**config.mk**
```make
export PLATFORM = sky130hd
export DESIGN_NAME = ex_div_sequencer
export DESIGN_NICKNAME = d
export VERILOG_FILES = /design/src/rtl/ex_pkg.sv /design/src/rtl/div_step.sv /design/src/rtl/ex_div_sequencer.sv
export SDC_FILE = /design/constraint.sdc
export NUM_CORES = 1
export LEC_CHECK = 0
export ABC_AREA = 1
export CAP_MARGIN = 20
export CORE_UTILIZATION = 60
export CTS_BUF_LIST = sky130_fd_sc_hd__clkbuf_4 sky130_fd_sc_hd__clkbuf_8 sky130_fd_sc_hd__clkbuf_16
export DETAILED_ROUTE_END_ITERATION = 8
export PLACE_DENSITY_LB_ADDON = 0.1
export SYNTH_ARGS = -nofsm -noshare
export SYNTH_HDL_FRONTEND = slang
export SYNTH_SLANG_ARGS = --single-unit
```
**constraint.sdc**
```tcl
create_clock -name clk_i -period 2.7 [get_ports clk_i]
set_clock_uncertainty 0.1 [all_clocks]
set_input_delay 0.405 -clock clk_i [delete_from_list [all_inputs] [get_ports clk_i]]
set_output_delay 0.405 -clock clk_i [all_outputs]
set_load 0.02 [all_outputs]
```
**src/rtl/ex_pkg.sv**
```systemverilog
// Shared execute-stage types for the multi-cycle divider: op encodings,
// sequencer states and the iteration count.
package ex_pkg;

  typedef enum logic [1:0] {
    OP_DIV  = 2'b00,
    OP_DIVU = 2'b01,
    OP_REM  = 2'b10,
    OP_REMU = 2'b11
  } div_op_e;

  typedef enum logic [1:0] {
    S_IDLE  = 2'b00,
    S_CALC  = 2'b01,
    S_FIXUP = 2'b10,
    S_DONE  = 2'b11
  } div_state_e;

  localparam int DIV_ITERATIONS = 32;

endpackage

```
**src/rtl/div_step.sv**
```systemverilog
// One restoring-division iteration: shift in the next dividend bit and
// subtract the divisor if the partial remainder is large enough.
module div_step #(
  parameter int XLEN = 32
) (
  input  logic [XLEN:0]   rem_i,
  input  logic            dvd_msb_i,
  input  logic [XLEN-1:0] dvs_i,
  output logic [XLEN:0]   rem_o,
  output logic            q_bit_o
);

  // One spare bit above the 33-bit remainder carries the trial sign.
  logic [XLEN+1:0] shifted;
  logic [XLEN+1:0] trial;

  assign shifted = {rem_i, dvd_msb_i};
  assign trial   = shifted - {2'b00, dvs_i};
  assign q_bit_o = ~trial[XLEN+1];
  assign rem_o   = q_bit_o ? trial[XLEN:0] : shifted[XLEN:0];

endmodule

```
**src/rtl/ex_div_sequencer.sv**
```systemverilog
// RV32M divide/remainder sequencer: radix-2 restoring divider that stalls EX
// for 34 cycles (or 1 cycle for divide-by-zero / signed overflow).
module ex_div_sequencer
  import ex_pkg::*;
#(
  parameter int XLEN = 32
) (
  input  logic            clk_i,
  input  logic            reset_i,
  input  logic            start_i,
  input  logic [1:0]      op_i,
  input  logic [XLEN-1:0] rs1_data_i,
  input  logic [XLEN-1:0] rs2_data_i,
  input  logic [4:0]      rd_i,
  input  logic            flush_i,
  output logic            stall_o,
  output logic            busy_o,
  output logic            valid_o,
  output logic [XLEN-1:0] result_o,
  output logic [4:0]      rd_o
);

  localparam int CW = $clog2(DIV_ITERATIONS);
  localparam logic [CW-1:0] LAST_ITER = CW'(DIV_ITERATIONS - 1);
  localparam logic [XLEN-1:0] INT_MIN = {1'b1, {(XLEN-1){1'b0}}};

  div_state_e      state_q, state_d;
  logic [CW-1:0]   cnt_q, cnt_d;
  logic [XLEN:0]   rem_q, rem_d;
  logic [XLEN-1:0] quo_q, quo_d;   // dividend shifts out as quotient shifts in
  logic [XLEN-1:0] dvs_q, dvs_d;
  div_op_e         op_q, op_d;
  logic [4:0]      rd_q, rd_d;
  logic            qsign_q, qsign_d;
  logic            rsign_q, rsign_d;
  logic [XLEN-1:0] result_q, result_d;
  logic [4:0]      rdo_q, rdo_d;

  logic [XLEN:0]   step_rem;
  logic            step_q;

  div_step #(.XLEN(XLEN)) u_step (
    .rem_i     (rem_q),
    .dvd_msb_i (quo_q[XLEN-1]),
    .dvs_i     (dvs_q),
    .rem_o     (step_rem),
    .q_bit_o   (step_q)
  );

  logic            can_accept, accept;
  logic            is_signed, a_neg, b_neg, div0, ovf;
  logic [XLEN-1:0] a_abs, b_abs, q_fix, r_fix;

  assign is_signed  = ~op_i[0];
  assign a_neg      = is_signed & rs1_data_i[XLEN-1];
  assign b_neg      = is_signed & rs2_data_i[XLEN-1];
  assign a_abs      = a_neg ? (~rs1_data_i + 1'b1) : rs1_data_i;
  assign b_abs      = b_neg ? (~rs2_data_i + 1'b1) : rs2_data_i;
  assign div0       = (rs2_data_i == '0);
  assign ovf        = is_signed & (rs1_data_i == INT_MIN) & (&rs2_data_i);
  assign can_accept = (state_q == S_IDLE) | (state_q == S_DONE);
  assign accept     = can_accept & start_i & ~flush_i;

  assign q_fix = ((op_q == OP_DIV) && qsign_q) ? (~quo_q + 1'b1) : quo_q;
  assign r_fix = ((op_q == OP_REM) && rsign_q) ? (~rem_q[XLEN-1:0] + 1'b1)
                                                : rem_q[XLEN-1:0];

  always_comb begin
    state_d  = state_q;
    cnt_d    = cnt_q;
    rem_d    = rem_q;
    quo_d    = quo_q;
    dvs_d    = dvs_q;
    op_d     = op_q;
    rd_d     = rd_q;
    qsign_d  = qsign_q;
    rsign_d  = rsign_q;
    result_d = result_q;
    rdo_d    = rdo_q;
    unique case (state_q)
      S_IDLE, S_DONE: begin
        state_d = S_IDLE;
        if (accept) begin
          if (div0 || ovf) begin
            // Architecturally defined results bypass the iteration loop.
            if (op_i[1]) result_d = div0 ? rs1_data_i : '0;
            else         result_d = div0 ? '1 : INT_MIN;
            rdo_d   = rd_i;
            state_d = S_DONE;
          end else begin
            quo_d   = a_abs;
            dvs_d   = b_abs;
            op_d    = div_op_e'(op_i);
            rd_d    = rd_i;
            qsign_d = a_neg ^ b_neg;
            rsign_d = a_neg;
            rem_d   = '0;
            cnt_d   = '0;
            state_d = S_CALC;
          end
        end
      end
      S_CALC: begin
        rem_d = step_rem;
        quo_d = {quo_q[XLEN-2:0], step_q};
        cnt_d = cnt_q + 1'b1;
        if (cnt_q == LAST_ITER) state_d = S_FIXUP;
      end
      S_FIXUP: begin
        result_d = op_q[1] ? r_fix : q_fix;
        rdo_d    = rd_q;
        state_d  = S_DONE;
      end
      default: state_d = S_IDLE;
    endcase
    if (flush_i) state_d = S_IDLE;
  end

  always_ff @(posedge clk_i) begin
    if (!reset_i) begin
      state_q  <= S_IDLE;
      cnt_q    <= '0;
      rem_q    <= '0;
      quo_q    <= '0;
      dvs_q    <= '0;
      op_q     <= OP_DIV;
      rd_q     <= '0;
      qsign_q  <= 1'b0;
      rsign_q  <= 1'b0;
      result_q <= '0;
      rdo_q    <= '0;
    end else begin
      state_q  <= state_d;
      cnt_q    <= cnt_d;
      rem_q    <= rem_d;
      quo_q    <= quo_d;
      dvs_q    <= dvs_d;
      op_q     <= op_d;
      rd_q     <= rd_d;
      qsign_q  <= qsign_d;
      rsign_q  <= rsign_d;
      result_q <= result_d;
      rdo_q    <= rdo_d;
    end
  end

  assign busy_o   = (state_q == S_CALC) | (state_q == S_FIXUP);
  assign valid_o  = (state_q == S_DONE);
  assign stall_o  = busy_o | accept;
  assign result_o = result_q;
  assign rd_o     = rdo_q;

endmodule

```
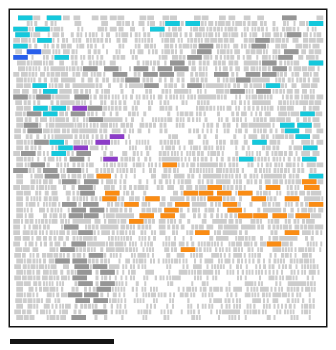
flops_by_reg.png
Scale bar: 50 um. Other sequential cells in the stronger grey, the rest of the logic in the fainter grey.
colour	name in the netlist	flops
purple	cnt_q	5
cyan	result_o	32
orange	rem_q	33
blue	state_q	2

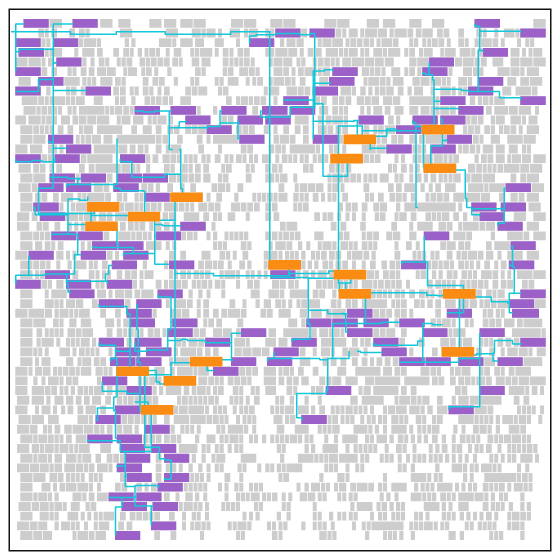
clk_routes.png
[cyan] clock wires | length: 2040 um
[purple] flip-flops | count: 150
[orange] clock drivers | count: 17
routed clock nets	18

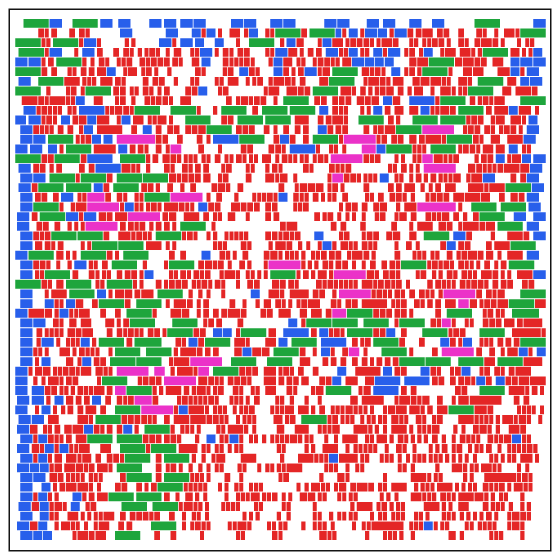
placement_by_type.png
colour	class	cells
blue	remaining buffers and delay cells	237
magenta	clock drivers and dummy loads	32
red	combinational and other logic	2019
green	sequential cells	150

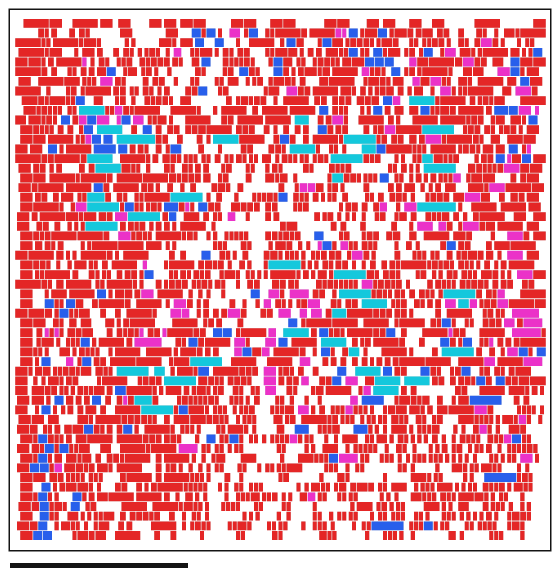
sizes.png
Scale bar: 50 um.
colour	size	cells	share
blue	_3 and _4 cells	126	5.2%
cyan	_6 and larger	43	1.8%
magenta	_2 cells	112	4.6%
red	_0 and _1 cells	2157	88%
Setup WS post-layout: 0.0843 ns
bufs w/o clock: 237
layout overhead on the synthesized area: 19.6%
post-route cell area: 16100 um2

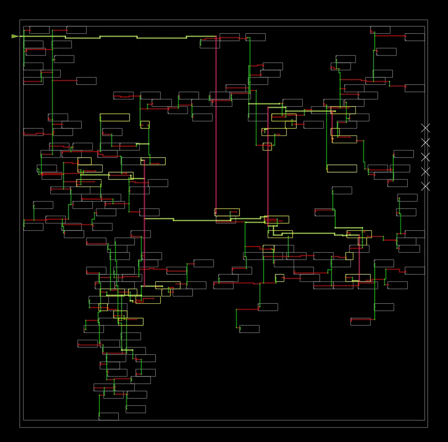
clocks.png
total clock network power: 2.53 mW
number of buffers added by the clock tree synthesis step: 17
final sequential cell count: 150

==> Slide: Implementation Results <==
Key Metrics from the Run

Logic synthesis
  – Register area share after synthesis: 0.222
  – Syn_area_per_cell: about 6.0 um2
  – Dominant combinational family: simple AND/OR/NAND/NOR gates
  – Xor and xnor fraction of the mapped netlist area: 0.0428
  – Synth mux share: 0
  – Proportion of synthesized flip-flops having asynchronous set or reset: 0
  – Predominant post-synthesis flop cell: sky130_fd_sc_hd__dfxtp_1
  – Area of the mapped netlist: ~13000 um2
  – Post-Synthesis Cells: around 2300
  – Flip-flop and latch count after synthesis: 150
  – Number of different library cells in the post-synthesis netlist: between 50 and 60
  – Synth top cells by count: 577 x sky130_fd_sc_hd__nand2_1, 295 x sky130_fd_sc_hd__inv_1, 259 x sky130_fd_sc_hd__nand3_1, 203 x sky130_fd_sc_hd__nor2_1, 156 x sky130_fd_sc_hd__o21ai_0
  – EDFF count, synth: 0

Layout
  – Highest-count cells in the layout ignoring fill and taps: 576 x sky130_fd_sc_hd__nand2_1, 290 x sky130_fd_sc_hd__inv_1, 258 x sky130_fd_sc_hd__nand3_1
  – Register bank with the most flops: rem_q
  – Final net count: 2543
  – Share of layout cells above drive strength 1: 0.115
  – Highest-count logic cell in the final layout: sky130_fd_sc_hd__nand2_1

Routing
  – Routed met2 length: 20.2 mm
  – M1 wire length: 19.3 mm
  – Final routed DRC violation total: 10
  – DR iter-0 viols: 1790
  – Antenna violation net count after detailed routing: 0
  – Total Routed Length: 45.8 mm

Timing
  – Number of failing hold endpoints at the final stage: 0
  – Relative slew slack: 0.403
  – Worst hold slack across all endpoints: approximately 0.36 ns
  – Fin Setup TNS: 0 ns
  – Max Slew Vio Count: 0

Setup path
  – Number of stages on the worst setup path: 14
  – Buffers & Inverters on Critical Path: 2
  – End of the worst register-to-register path: rem_q[23]
  – Worst r2r path cells: 14
  – Maximum cell stage delay along the critical path: 0.46 ns
  – Endpoint arrival time on the critical path: 2.80 ns

Clock network
  – Total of hold buffers inserted after clock tree synthesis: 0
  – Clk slew on worst S/H paths: 0.07 ns
  – Setup repair bufs after CTS: 0
  – CTS HTree Levels: 4
  – Longest Clk Path Bufs: 2

Hold path
  – Hold_sp: result_o[24]
  – End point of the worst hold path: result_o[24]

Power
  – Share of power burned in combinational logic: 0.243
  – Leakage power: 7.43 nW
  – Maximum vdd drop: 0.369 mV
  – Sequential Power: 2.37 mW

Job
  – # Max-Cap Violations: 0

Global route
  – Via count of the first global-routing pass: ~15000
  – GRT Residual Overflow: 0
  – Wire length of the first global-routing pass: 73.3 mm
  – Pin count of the biggest net entering global routing: approximately 94

Status
  – Run status: finished, violations left
  – Violated checks: design-rule violations

Placed design
  – Tally of buffers added on design ports: between 100 and 150

Die
  – Floorplan Core Area: around 22000 um2
  – Die width: 152 um
  – Die extent in y: around 150 um
Power figures rest on the tool's default switching activity, not on a simulated workload.
